<file path="src/rtl/data_check_pkg.sv">
// Shared constants for the data_check stream checker and its Data_gen peer.
// Holds the FSM encoding, the default word width/step, and a width helper
// for the run-length counters.
package data_check_pkg;

  localparam int DATA_W_DEF = 16;
  localparam int STEP_DEF   = 1;

  localparam logic [1:0] ST_IDLE   = 2'd0;
  localparam logic [1:0] ST_LOCKED = 2'd1;
  localparam logic [1:0] ST_LOST   = 2'd2;

  typedef enum logic [1:0] {
    S_IDLE   = ST_IDLE,
    S_LOCKED = ST_LOCKED,
    S_LOST   = ST_LOST
  } state_t;

  // Bits needed to hold a run counter that counts up to thresh.
  function automatic int run_width(input int thresh);
    return (thresh < 1) ? 1 : $clog2(thresh + 1);
  endfunction

endpackage

</file>
<file path="src/rtl/data_check_sat_counter.sv">
// Saturating up-counter with synchronous active-low reset and clear.
// Clear has priority over inc; the count holds at all-ones instead of wrapping.
module sat_counter #(
  parameter int CNT_W = 16
) (
  input  logic             clk,
  input  logic             reset,
  input  logic             clear,
  input  logic             inc,
  output logic [CNT_W-1:0] cnt
);

  // Count events, stick at the maximum value.
  always_ff @(posedge clk) begin
    if (!reset) begin
      cnt <= '0;
    end else if (clear) begin
      cnt <= '0;
    end else if (inc && (cnt != {CNT_W{1'b1}})) begin
      cnt <= cnt + CNT_W'(1);
    end
  end

endmodule

</file>
<file path="src/rtl/data_check.sv">
// Receive-side checker for the Data_gen stream.
// Handshake: inc is a pure valid strobe with no back-pressure; data is
// sampled on every rising clk edge where inc=1 and ignored otherwise.
// The first word after reset locks the checker; afterwards each word must
// equal the previous word + STEP (mod 2^DATA_W). Loss of sync is declared
// after LOSS_THRESH consecutive mismatches, recovery after LOCK_THRESH
// consecutive matches. fsm_state exposes the FSM for debug.
// Optional feature macro: DATA_CHECK_CAPTURE_EN adds cap_exp/cap_got, which
// latch the expected and received word of the first mismatch.
module data_check
  import data_check_pkg::*;
#(
  parameter int DATA_W      = DATA_W_DEF,
  parameter int STEP        = STEP_DEF,
  parameter int CNT_W       = 16,
  parameter int LOSS_THRESH = 4,
  parameter int LOCK_THRESH = 2
) (
  input  logic              clk,
  input  logic              reset,
  input  logic              inc,
  input  logic [DATA_W-1:0] data,
  input  logic              clear,
  output logic              locked,
  output logic              err_flag,
  output logic [CNT_W-1:0]  err_cnt,
  output logic [CNT_W-1:0]  word_cnt,
`ifdef DATA_CHECK_CAPTURE_EN
  output logic [DATA_W-1:0] cap_exp,
  output logic [DATA_W-1:0] cap_got,
`endif
  output logic [1:0]        fsm_state
);

  localparam int MISS_W = run_width(LOSS_THRESH);
  localparam int HIT_W  = run_width(LOCK_THRESH);

  state_t              state_q, state_d;
  logic [DATA_W-1:0]   expected_q, expected_d;
  logic [MISS_W-1:0]   miss_q, miss_d;
  logic [HIT_W-1:0]    hit_q, hit_d;
  logic                mismatch;

  // Next-state, expected-word and run-length decisions for a sampled word.
  always_comb begin
    state_d    = state_q;
    expected_d = expected_q;
    miss_d     = miss_q;
    hit_d      = hit_q;
    mismatch   = 1'b0;
    if (inc) begin
      // Always resync to the received word, matched or not.
      expected_d = data + DATA_W'(STEP);
      case (state_q)
        S_IDLE: begin
          state_d = S_LOCKED;
          miss_d  = '0;
          hit_d   = '0;
        end
        S_LOCKED: begin
          if (data != expected_q) begin
            mismatch = 1'b1;
            if (miss_q >= MISS_W'(LOSS_THRESH - 1)) begin
              state_d = S_LOST;
              miss_d  = '0;
              hit_d   = '0;
            end else begin
              miss_d = miss_q + MISS_W'(1);
            end
          end else begin
            miss_d = '0;
          end
        end
        S_LOST: begin
          if (data != expected_q) begin
            mismatch = 1'b1;
            hit_d    = '0;
          end else if (hit_q >= HIT_W'(LOCK_THRESH - 1)) begin
            state_d = S_LOCKED;
            miss_d  = '0;
            hit_d   = '0;
          end else begin
            hit_d = hit_q + HIT_W'(1);
          end
        end
        default: begin
          state_d = S_IDLE;
        end
      endcase
    end
  end

  // FSM state, expected word and run counters.
  always_ff @(posedge clk) begin
    if (!reset) begin
      state_q    <= S_IDLE;
      expected_q <= '0;
      miss_q     <= '0;
      hit_q      <= '0;
    end else begin
      state_q    <= state_d;
      expected_q <= expected_d;
      miss_q     <= miss_d;
      hit_q      <= hit_d;
    end
  end

  // Sticky error flag; clear beats a same-cycle mismatch.
  always_ff @(posedge clk) begin
    if (!reset) begin
      err_flag <= 1'b0;
    end else if (clear) begin
      err_flag <= 1'b0;
    end else if (mismatch) begin
      err_flag <= 1'b1;
    end
  end

  sat_counter #(.CNT_W(CNT_W)) u_err_cnt (
    .clk   (clk),
    .reset (reset),
    .clear (clear),
    .inc   (mismatch),
    .cnt   (err_cnt)
  );

  sat_counter #(.CNT_W(CNT_W)) u_word_cnt (
    .clk   (clk),
    .reset (reset),
    .clear (clear),
    .inc   (inc),
    .cnt   (word_cnt)
  );

  assign locked    = (state_q == S_LOCKED);
  assign fsm_state = state_q;

`ifdef DATA_CHECK_CAPTURE_EN
  logic cap_done;

  // Latch the first mismatching pair after reset/clear and hold it.
  always_ff @(posedge clk) begin
    if (!reset) begin
      cap_done <= 1'b0;
      cap_exp  <= '0;
      cap_got  <= '0;
    end else if (clear) begin
      cap_done <= 1'b0;
      cap_exp  <= '0;
      cap_got  <= '0;
    end else if (mismatch && !cap_done) begin
      cap_done <= 1'b1;
      cap_exp  <= expected_q;
      cap_got  <= data;
    end
  end
`endif

endmodule

</file>
<file path="config.mk">
export PLATFORM = sky130hd
export DESIGN_NAME = data_check
export DESIGN_NICKNAME = d
export VERILOG_FILES = /design/src/rtl/data_check_pkg.sv /design/src/rtl/data_check_sat_counter.sv /design/src/rtl/data_check.sv
export SDC_FILE = /design/constraint.sdc
export NUM_CORES = 1
export LEC_CHECK = 0
export CORE_AREA = 5 5 86 88
export CTS_CLUSTER_DIAMETER = 50
export DETAILED_ROUTE_END_ITERATION = 10
export DIE_AREA = 0 0 91 93
export GPL_TIMING_DRIVEN = 0
export PLACE_DENSITY = 0.74
export SYNTH_ARGS = -nofsm -noshare
export SYNTH_HDL_FRONTEND = slang
export SYNTH_SLANG_ARGS = --single-unit
</file>
<file path="constraint.sdc">
create_clock -name clk -period 3 [get_ports clk]
set_input_delay 0.3 -clock clk [delete_from_list [all_inputs] [get_ports clk]]
set_output_delay 0.3 -clock clk [all_outputs]
set_load 0.05 [all_outputs]
</file>
**Register map, names as in the netlist**

Scale: 6 px per um. Other sequential cells in the stronger gray, the rest of the logic in the fainter gray.
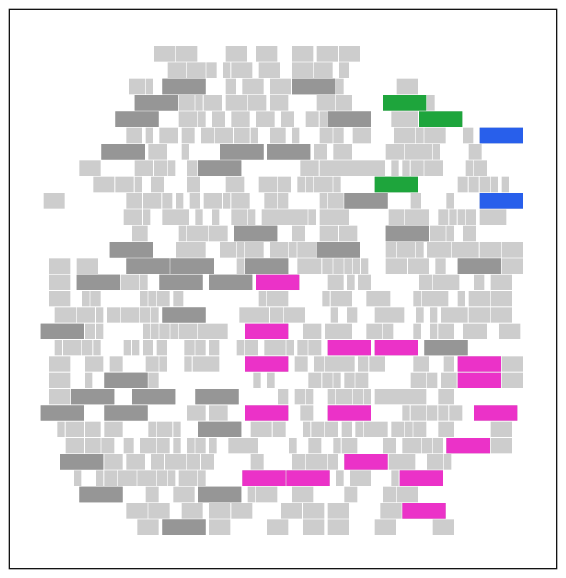
legend:
  green:
    name_in_the_netlist: miss_q
    placed_flops: 3
  magenta:
    name_in_the_netlist: u_err_cnt.cnt
    placed_flops: 16
  blue:
    name_in_the_netlist: hit_q
    placed_flops: 2

**Wiring heat map**

Scale: 4 px per um. 18 x 19 tiles, from dark blue (low) to red (high), scaled to the fullest tile. Values are wire area over tile area, all layers added.
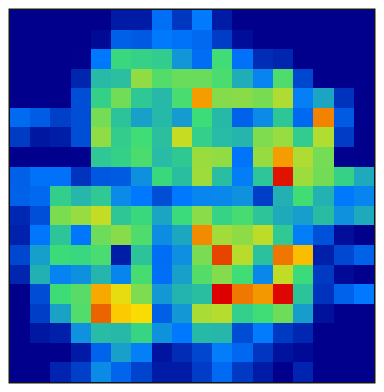
densest ninth of the die: middle
emptiest ninth of the die: top left
mean over tiles: 0.14
fullest tile: 0.47
Total GRT Usage: 17.5%
final wirelength: 7500 um

==> job_summary.md <==
### Metrics collected by this job

| Metric | Value |
|---|---|
| Number of enable flip-flop cells | `0` |
| CTS Buf Count | `5` |
| Int Pwr | `1.15 mW` |
| Ys cells | `about 370` |
| Fin. Hold Viols | `0` |
| Max Root-Sink Buffers | `2` |
| Seq/Total Area, Yosys | `approximately 35%` |
| Hold buffer count at CTS | `0` |
| PD cells | `slightly above 400 nW/um2` |
| Chip Area | `about 8500 um2` |
| Setup bufs post-CTS | `0` |
| Crit path capture type | `primary output` |
| DRC violation count after routing | `0` |
| Worst path cell trace | `ha_1, clkdlybuf4s50_1` |
| DPL Wire Length | `about 5600 um` |
| Final period utilization | `~75%` |
| Post-route minimum period | `between 2 and 2.5 ns` |
| Global-route wire length before repair | `between 10,000 and 15,000 um` |
| RSZ-0062 raised after global routing | `false` |
| Critical Path Source | `fsm_state[0]` |
| Mapped Area | `approximately 3200 um2` |
| Maximum vdd drop | `266 uV` |
| Antenna violations before repair | `0` |
| CP max stage delay | `0.86 ns` |
| FP Rows | `30` |
| Max Clock Skew | `0.00537 ns` |
| Met3 WL | `between 300 and 400 um` |
| Reg power frac | `between 40% and 50%` |
| Post-CTS sizing | `0` |
| Share of cells above drive strength 1 | `slightly above 6%` |
| Clock power share | `a little over 30%` |
| CTS H-tree lvls | `2` |
| Async SR Flop Fraction | `0%` |
| Clock group | `0.491 mW` |
| Worst hold-check path type | `flop to flop` |
| Sequential power | `0.794 mW` |
| Reg2reg setup slack | `approximately 0.81 ns` |
| Met2 GRT Util | `~30%` |
| Hold EP | `miss_q[2]` |
| Final #Nets | `about 470` |
| FF+latch area | `1120 um2` |
| Switching share of power | `between 20% and 30%` |
| Final ANT Viol Nets | `0` |
| Element type at the critical path start | `flop` |
| Die width | `around 91 um` |
| GRT Max-Usage Layer | `met2` |
| Number of cells on the critical path | `2` |
| Pin count of the biggest net entering global routing | `17` |
| Yosys stat chip area | `3170 um2` |
| Vias per std cell | `roughly 5.6` |
| Dpl ws | `approximately 0.41 ns` |
| Yosys reg bits | `around 56` |
| Starting DRT DRC Count | `between 100 and 150` |
| Reg2reg end | `u_err_cnt.cnt[10]` |
| Net Switching | `~0.45 mW` |
| Worst Hold Path Cells | `2` |
| Worst setup path category | `flop to primary output` |
| Worst Hold Launch | `miss_q[2]` |
| Pwr top | `sequential cells` |
| ANT cells | `0` |
| GPL Wtd Cong | `0.845` |
| Non-filler cells, final | `around 520` |
| Num ports | `56` |
| Area grow syn2layout | `23.9%` |
| Fp util | `48.3%` |
| Max transition margin | `between 50 and 60%` |
| Wl on met1 | `3500 um` |
| Max Fclk | `about 440 MHz` |
| Avg Synthesized Cell Area | `between 8 and 9 um2` |
| Setup TNS | `0 ns` |
| CORE AREA | `6570 um2` |
| Placed cell count | `508` |
| Worst EP arrival | `approximately 2.0 ns` |
| Insertion Delay late pin | `0.30 ns` |
| Fillers | `555` |
| Setup violators final | `0` |
| CP bufs+invs | `1` |
| Max-Cap Viols | `0` |
| Met1 usage | `23.3%` |
| Drt first pass iters | `4` |
| Log Warnings | `29` |
| Clock transition at the registers of the reported paths | `approximately 0.10 ns` |
| Clk sinks | `about 56` |
| Status | `finished clean` |
| Routed wl met2 | `around 3600 um` |
| CTS tree | `done` |
**Signal wires by layer**

Scale: 4 px per um. Only two layers are drawn.
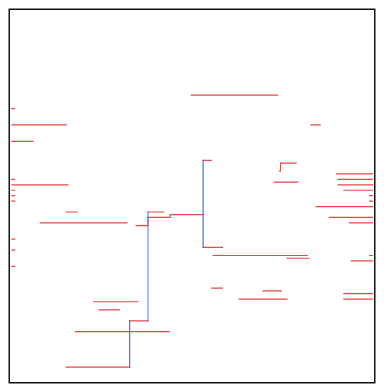
legend:
  red:
    layer: met3
    wire_length: 323 um
  blue:
    layer: met4
    wire_length: 60.5 um
via count: 2,904
Avg WL per Cell: 14.5 um

[Yosys cell counts (2+ instances only)]
| cell | n | share of area, % |
|---|---|---|
| a211oi_1 | 11 | 2.6 |
| a21oi_1 | 13 | 2.1 |
| a311oi_1 | 2 | 0.55 |
| a31oi_1 | 3 | 0.59 |
| and2_1 | 4 | 0.79 |
| and3_1 | 6 | 1.2 |
| and4_1 | 4 | 1.1 |
| buf_1 | 2 | 0.24 |
| buf_6 | 2 | 0.71 |
| clkbuf_1 | 7 | 0.83 |
| clkbuf_8 | 2 | 0.87 |
| dfxtp_1 | 56 | 35 |
| ha_1 | 10 | 3.9 |
| inv_1 | 11 | 1.3 |
| mux2i_1 | 14 | 4.4 |
| nand2_1 | 37 | 4.4 |
| nand2b_1 | 3 | 0.59 |
| nand3_1 | 17 | 2.7 |
| nand4_1 | 13 | 2.6 |
| nor2_1 | 40 | 4.7 |
| nor3_1 | 5 | 0.79 |
| nor4_1 | 7 | 1.4 |
| o211ai_1 | 2 | 0.47 |
| o21ai_0 | 15 | 2.4 |
| o31ai_1 | 7 | 1.7 |
| or2_2 | 8 | 1.6 |
| or3_1 | 5 | 0.99 |
| or4_1 | 7 | 1.7 |
| xnor2_1 | 24 | 6.6 |
| xor2_1 | 14 | 3.9 |
[area by class of cell]
cell class                      instances  area share (%)
Sequential cell                        56            28.5
Timing Repair Buffer                   55            14.0
Tap cell                               80            2.55
Multi-Input combinational cell        290            48.4
Clock buffer                            6            1.85
Buffer                                 16            2.74
Inverter                               11            1.05
Clock inverter                          2           0.892
[state kept, by name (all words and copies together), names as in the netlist]
signal	count
err_flag	1
expected_q	16
fsm_state	2
hit_q	2
miss_q	3
u_err_cnt.cnt	16
u_word_cnt.cnt	16
[stage by stage]
| step | power [mW] | hold WS (ns) |
|---|---|---|
| 6_report | 1.60 | 0.485 |
| 5_1_grt | 1.68 | 0.510 |
| 4_1_cts | 1.61 | 0.486 |
| 3_5_place_dp | 1.12 | 0.463 |
| 3_3_place_gp | 1.12 | 0.459 |
| 2_1_floorplan | 1.02 | 0.399 |
[placed cells by master, fill, tap and decap left out, types with 8 or more instances in the layout]
| cell type | Yosys | layout |
|---|---|---|
| xnor2_1 | 24 | 24 |
| dfxtp_1 | 56 | 56 |
| clkdlybuf4s50_1 | 0 | 55 |
| ha_1 | 10 | 10 |
| o21ai_0 | 15 | 15 |
| nand2_1 | 37 | 37 |
| nand4_1 | 13 | 13 |
| clkbuf_1 | 7 | 8 |
| nor2_1 | 40 | 40 |
| nand3_1 | 17 | 17 |
| mux2i_1 | 14 | 14 |
| a21oi_1 | 13 | 13 |
| or2_2 | 8 | 8 |
| inv_1 | 11 | 11 |
| a211oi_1 | 11 | 11 |
| xor2_1 | 14 | 14 |
[kinds of logic (layout without fill, tap and decap cells)]
| kind of cell | Yosys count | count (layout) | share of synthesized area (%) |
|---|---|---|---|
| simple gates | 165 | 165 | 28.0 |
| compound gates | 63 | 63 | 13.1 |
| flops | 56 | 56 | 35.4 |
| xor+xnor | 38 | 38 | 10.5 |
| buf+inv | 27 | 90 | 4.70 |
| mux | 14 | 14 | 4.42 |
| fa+ha+maj | 10 | 10 | 3.95 |
Power figures rest on the tool's default switching activity, not on a simulated workload.
